`config.mk`:
```
export PLATFORM = sky130hd
export DESIGN_NAME = sar_adc_ctrl
export DESIGN_NICKNAME = d
export VERILOG_FILES = /design/src/rtl/sar_pkg.sv /design/src/rtl/sar_cmp_sync.sv /design/src/rtl/sar_adc_ctrl.sv
export SDC_FILE = /design/constraint.sdc
export NUM_CORES = 1
export LEC_CHECK = 0
export ABC_AREA = 1
export CAP_MARGIN = 20
export CORE_MARGIN = 2
export CORE_UTILIZATION = 50
export DETAILED_ROUTE_END_ITERATION = 8
export PLACE_DENSITY = 0.79
export SYNTH_ARGS = -nofsm -noshare
export SYNTH_HDL_FRONTEND = slang
export SYNTH_SLANG_ARGS = --single-unit
```
`constraint.sdc`:
```
create_clock -name clk -period 3.05 [get_ports clk]
set_input_delay 0.61 -clock clk [delete_from_list [all_inputs] [get_ports clk]]
set_output_delay 0.61 -clock clk [all_outputs]
set_load 0.005 [all_outputs]
```
`src/rtl/sar_pkg.sv`:
```
// rtl/sar_pkg.sv - shared FSM state type and default parameters for the SAR ADC controller
package sar_pkg;

    typedef logic [1:0] sar_state_t;

    localparam sar_state_t ST_IDLE    = 2'd0;
    localparam sar_state_t ST_SAMPLE  = 2'd1;
    localparam sar_state_t ST_CONVERT = 2'd2;
    localparam sar_state_t ST_DONE    = 2'd3;

    localparam int SAR_WIDTH_DEF         = 8;
    localparam int SAR_SAMPLE_CYCLES_DEF = 2;
    localparam int SAR_SETTLE_CYCLES_DEF = 1;

    function automatic int sar_max(input int a, input int b);
        return (a > b) ? a : b;
    endfunction

endpackage

```
`src/rtl/sar_cmp_sync.sv`:
```
// rtl/sar_cmp_sync.sv - two-flop synchronizer for the asynchronous comparator output
module sar_cmp_sync (
    input  logic clk,
    input  logic rst_n,
    input  logic d_i,
    output logic q_o
);

    logic [1:0] sync_q;

    always_ff @(posedge clk or negedge rst_n) begin
        if (!rst_n) begin
            sync_q <= 2'b00;
        end else begin
            sync_q <= {sync_q[0], d_i};
        end
    end

    assign q_o = sync_q[1];

endmodule

```
`src/rtl/sar_adc_ctrl.sv`:
```
// rtl/sar_adc_ctrl.sv - successive-approximation ADC controller; SAR_CMP_SYNC_EN adds a comparator synchronizer
module sar_adc_ctrl
    import sar_pkg::*;
#(
    parameter int WIDTH         = SAR_WIDTH_DEF,
    parameter int SAMPLE_CYCLES = SAR_SAMPLE_CYCLES_DEF,
    parameter int SETTLE_CYCLES = SAR_SETTLE_CYCLES_DEF
) (
    input  logic             clk,
    input  logic             rst_n,
    input  logic             start,
    input  logic             cmp_in,
    output logic             sample_o,
    output logic [WIDTH-1:0] dac_code,
    output logic             busy,
    output logic [WIDTH-1:0] result,
    output logic             valid,
    input  logic             ready
);

`ifdef SAR_CMP_SYNC_EN
    // Two extra cycles per trial cover the synchronizer delay
    localparam int TRIAL_CYCLES = SETTLE_CYCLES + 2;
`else
    localparam int TRIAL_CYCLES = SETTLE_CYCLES;
`endif
    localparam int CNT_MAX = sar_max(SAMPLE_CYCLES, TRIAL_CYCLES);
    localparam int CW      = $clog2(CNT_MAX + 1);
    localparam int BW      = (WIDTH > 1) ? $clog2(WIDTH) : 1;

    localparam logic [CW-1:0] SAMPLE_LAST = CW'(SAMPLE_CYCLES - 1);
    localparam logic [CW-1:0] TRIAL_LAST  = CW'(TRIAL_CYCLES - 1);

    sar_state_t       state_q, state_d;
    logic [BW-1:0]    bit_q, bit_d;
    logic [CW-1:0]    cnt_q, cnt_d;
    logic [WIDTH-1:0] code_q, code_d;
    logic [WIDTH-1:0] result_q, result_d;
    logic [WIDTH-1:0] trial_code;
    logic             cmp_bit;

`ifdef SAR_CMP_SYNC_EN
    sar_cmp_sync u_cmp_sync (
        .clk   (clk),
        .rst_n (rst_n),
        .d_i   (cmp_in),
        .q_o   (cmp_bit)
    );
`else
    assign cmp_bit = cmp_in;
`endif

    assign trial_code = code_q | (WIDTH'(1) << bit_q);

    always_comb begin
        state_d  = state_q;
        bit_d    = bit_q;
        cnt_d    = cnt_q;
        code_d   = code_q;
        result_d = result_q;
        case (state_q)
            ST_IDLE: begin
                if (start) begin
                    state_d = ST_SAMPLE;
                    cnt_d   = '0;
                end
            end
            ST_SAMPLE: begin
                if (cnt_q == SAMPLE_LAST) begin
                    state_d = ST_CONVERT;
                    cnt_d   = '0;
                    bit_d   = BW'(WIDTH - 1);
                    code_d  = '0;
                end else begin
                    cnt_d = cnt_q + 1'b1;
                end
            end
            ST_CONVERT: begin
                if (cnt_q == TRIAL_LAST) begin
                    cnt_d  = '0;
                    code_d = cmp_bit ? trial_code : code_q;
                    if (bit_q == '0) begin
                        state_d  = ST_DONE;
                        result_d = cmp_bit ? trial_code : code_q;
                    end else begin
                        bit_d = bit_q - 1'b1;
                    end
                end else begin
                    cnt_d = cnt_q + 1'b1;
                end
            end
            ST_DONE: begin
                if (ready) begin
                    state_d = ST_IDLE;
                end
            end
            default: state_d = ST_IDLE;
        endcase
    end

    always_ff @(posedge clk or negedge rst_n) begin
        if (!rst_n) begin
            state_q  <= ST_IDLE;
            bit_q    <= '0;
            cnt_q    <= '0;
            code_q   <= '0;
            result_q <= '0;
        end else begin
            state_q  <= state_d;
            bit_q    <= bit_d;
            cnt_q    <= cnt_d;
            code_q   <= code_d;
            result_q <= result_d;
        end
    end

    always_comb begin
        dac_code = '0;
        if (state_q == ST_CONVERT) begin
            dac_code = trial_code;
        end else if (state_q == ST_DONE) begin
            dac_code = result_q;
        end
    end

    assign sample_o = (state_q == ST_SAMPLE);
    assign busy     = (state_q != ST_IDLE);
    assign valid    = (state_q == ST_DONE);
    assign result   = result_q;

endmodule

```
Figure 1. Track usage over the die (run 1).
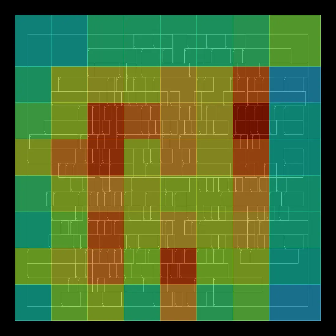
GRT busiest layer: met2
met1 usage: 29.6%
met2 Usage GRT: 34.1%
WL per Instance: 12.6 um
met3 GRT Util: 4.91%

Figure 2. Wires at chosen ports, followed through buffers (run 1).
Scale bar: 20 um.
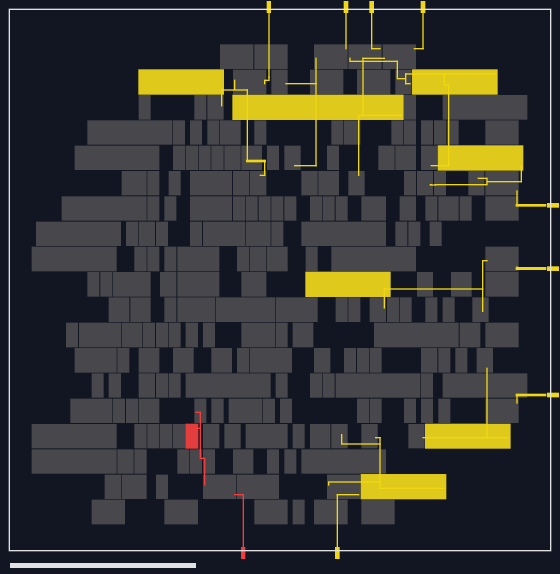
port	colour	bits	direction	edge	end cells	buffers	wire
busy	red	1	output	bottom	1	1	16.0 um
result	yellow	8	output	4 top, 3 right, 1 bottom	8	8	199 um
port bufs: 23
Top Ports: 24

==> flow_summary_export.csv, run 1 <==
group,metric,value,unit
yosys,yosys.stat.chipArea,1460,sq um
clock_tree,worst_setup_hold_path_clk_slew,0.13,ns
layout,num-fill-cells,249,
yosys,synthArstFlopShare,100,%
layout,combGateArea,754,sq um
clock_tree,cts_root_buffer,"clkbuf_4",
setup_path,r2r_cells,10,
yosys,ys_seq_share,39.4,%
clock_tree,clock.latency.late_pin,0.31,ns
clock_tree,post_cts_resize_count,0,
setup_path,cp_top_family,"buffers and inverters",
routing,drtPass1Iterations,4,
yosys,ys_sh_aoi,13.4,%
yosys,simple_gate_area_share,27.9,%
yosys,ys_types,21,
final_timing,hold_slack,0.494,ns
setup_path,crit_path_top_delay_cell,"ha_1",
floorplan,coreArea,2760,sq um
layout,layout_top_cells,"74 x nand2_1, 23 x dfrtp_1, 23 x clkdlybuf4s50_1, 21 x inv_1, 13 x o21ai_0",
routing,via_per_inst,5.18,
layout,dominant_cells,"logic gates",
global_route,grt_pass1_wl,5640,um
yosys,syn_avg_cell_area,7.46,sq um
layout,area.sequential,576,sq um
worst_hold_path,min_from,"code_q[1]$_DFFE_PN0P_",
final_timing,finalSetupViolCount,0,
clock_tree,htreeDepth,1,
layout,flops,23,
layout,seq_share,33.0,%
power,ir_drop,0.000715,V
setup_path,path_cells,"inv_1, ha_1, a21oi_1, a31oi_1, clkdlybuf4s50_1",
yosys,syn_inst,196,
power,cellLeakagePower,0.858,nW
yosys,synthesis.area,1460,sq um
layout,stdcell_count,251,
yosys,yosys_cells,196,
layout,finalCoreUtilization,63.2,%
layout,final_area,1740,sq um
yosys,topCellsByArea,"dfrtp_1 39%, nand2_1 19%, ha_1 10%",
status,status,"finished clean",
routing,met1Wirelength,1520,um
yosys,edf_count,0,
floorplan,die_w,58.1,um
final_timing,worstMarginPinSlew,0.625,ns
place,place_ws,0.596,ns
clock_tree,cts-hold-fix-buffers,0,
floorplan,rows,19,
clock_tree,cts_tree,"yes",
job,warnings,35,
Figure 3. The metal 1 layer (run 1).
Scale bar: 20 um.
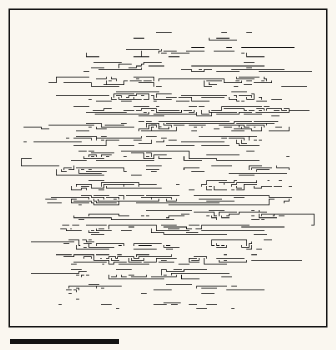
main direction	horizontal
longest straight run	18.4 um
wire length on this layer	1,520 um
total wire length: 3170 um
DR vias: 1,300

==> run 1: report_power, final <==
group / switching [mW] / internal, mW / leakage, nW / total, mW
logic: 0.643 / 0.522 / 0.547 / 1.17
registers: 0.100 / 0.422 / 0.292 / 0.522
clock network: 0.0942 / 0.0491 / 0.0177 / 0.143
total: 0.838 / 0.993 / 0.858 / 1.83
==> run 1: synthesized netlist by cell type (2+ instances only) <==
| library cell | n |
|---|---|
| buf_2 | 4 |
| inv_1 | 21 |
| nor2_1 | 4 |
| a31oi_1 | 8 |
| nand3_1 | 3 |
| o21ai_0 | 13 |
| nor2_4 | 2 |
| nand2_1 | 74 |
| nand2_2 | 6 |
| inv_2 | 4 |
| dfrtp_1 | 23 |
| ha_1 | 12 |
| o21ai_1 | 7 |
| a21oi_1 | 8 |
==> run 1 -> run 2 <==
- ABC_AREA: 1 -> unset
Figure 4. Track usage over the die (run 2).
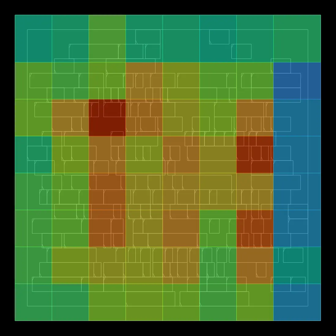
WL per Instance: 14.3 um
post-layout util: 62.6%
met2 Usage GRT: 33.3%
met3 GRT Util: 2.49%
GRT Overall Usage: 19.8%

Figure 5. M3 wires (run 2).
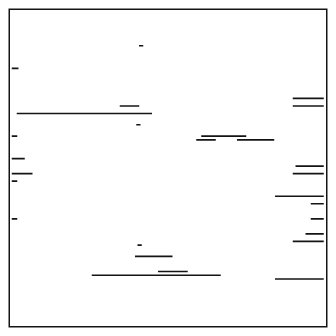
longest straight run	24.1 um
wire length on this layer	139 um
nets with wire on the layer	24
main direction	horizontal
share of all routed wire	4.7%
total wire length: 2970 um
DR vias: 1,191

Figure 6. The metal 1 layer (run 2).
Scale bar: 20 um.
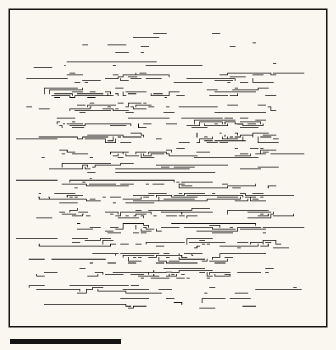
wire length on this layer	1,310 um
share of all routed wire	44%
nets with wire on the layer	167
longest straight run	18.9 um
main direction	horizontal
met1 usage: 26.2%

==> flow_summary_export.csv, run 2 <==
group,metric,value,unit
clock_tree,worst_setup_hold_path_clk_slew,0.12,ns
yosys,yosys_cells,154,
routing,drtPass1Iterations,4,
final_timing,worstMarginPinSlew,0.587,ns
floorplan,rows,19,
clock_tree,htreeDepth,1,
place,place_ws,0.502,ns
yosys,ys_seq_share,40.8,%
clock_tree,cts-hold-fix-buffers,0,
layout,layout_top_cells,"24 x nand2_1, 23 x dfrtp_1, 23 x clkdlybuf4s50_1, 17 x o21ai_0, 13 x a21oi_1",
place,port-buffer-count,23,
routing,via_per_inst,5.73,
setup_path,crit_path_top_delay_cell,"clkdlybuf4s50_1",
power,p_clk_share,8.7,%
yosys,simple_gate_area_share,17.7,%
floorplan,coreArea,2710,sq um
worst_hold_path,min_from,"result[2]$_DFFE_PN0P_",
job,warnings,35,
layout,final_area,1700,sq um
status,status,"finished clean",
layout,num-fill-cells,251,
layout,stdcell_count,208,
power,p_int,0.996,mW
routing,met1Wirelength,1310,um
yosys,yosys.stat.chipArea,1410,sq um
yosys,ys_types,35,
setup_path,r2r_cells,7,
clock_tree,cts_root_buffer,"clkbuf_4",
power,p_comb_share,59.8,%
yosys,synthesis.area,1410,sq um
final_timing,hold_slack,0.514,ns
[run 2: netlist changes by cell type in the layout (fill, tap and decap cells not counted), sizes merged, moves of 4 or more]
cell   delta
nand2    -56
inv      -18
a21oi     +6
a22o      +4
nor2b     +4
[run 2: area by class of cell]
cell class	instances	area, sq um	share of cell area (%)
Timing Repair Buffer	26	253	14.9
Tap cell	31	38.8	2.29
Clock buffer	4	26.3	1.55
Sequential cell	23	576	33.9
Multi-Input combinational cell	116	773	45.6
Inverter	8	30.0	1.77
[run 2: worst reg2reg max path: cells and delay by family (launching register included)]
family | cells | cell delay, ns
mux | 1 | 0.31
flops | 1 | 0.44
fa+ha+maj | 1 | 0.41
simple gates | 1 | 0.31
buf+inv | 2 | 0.35
compound gates | 2 | 0.17
No activity file was given, so power comes from the tool's default toggle rates.
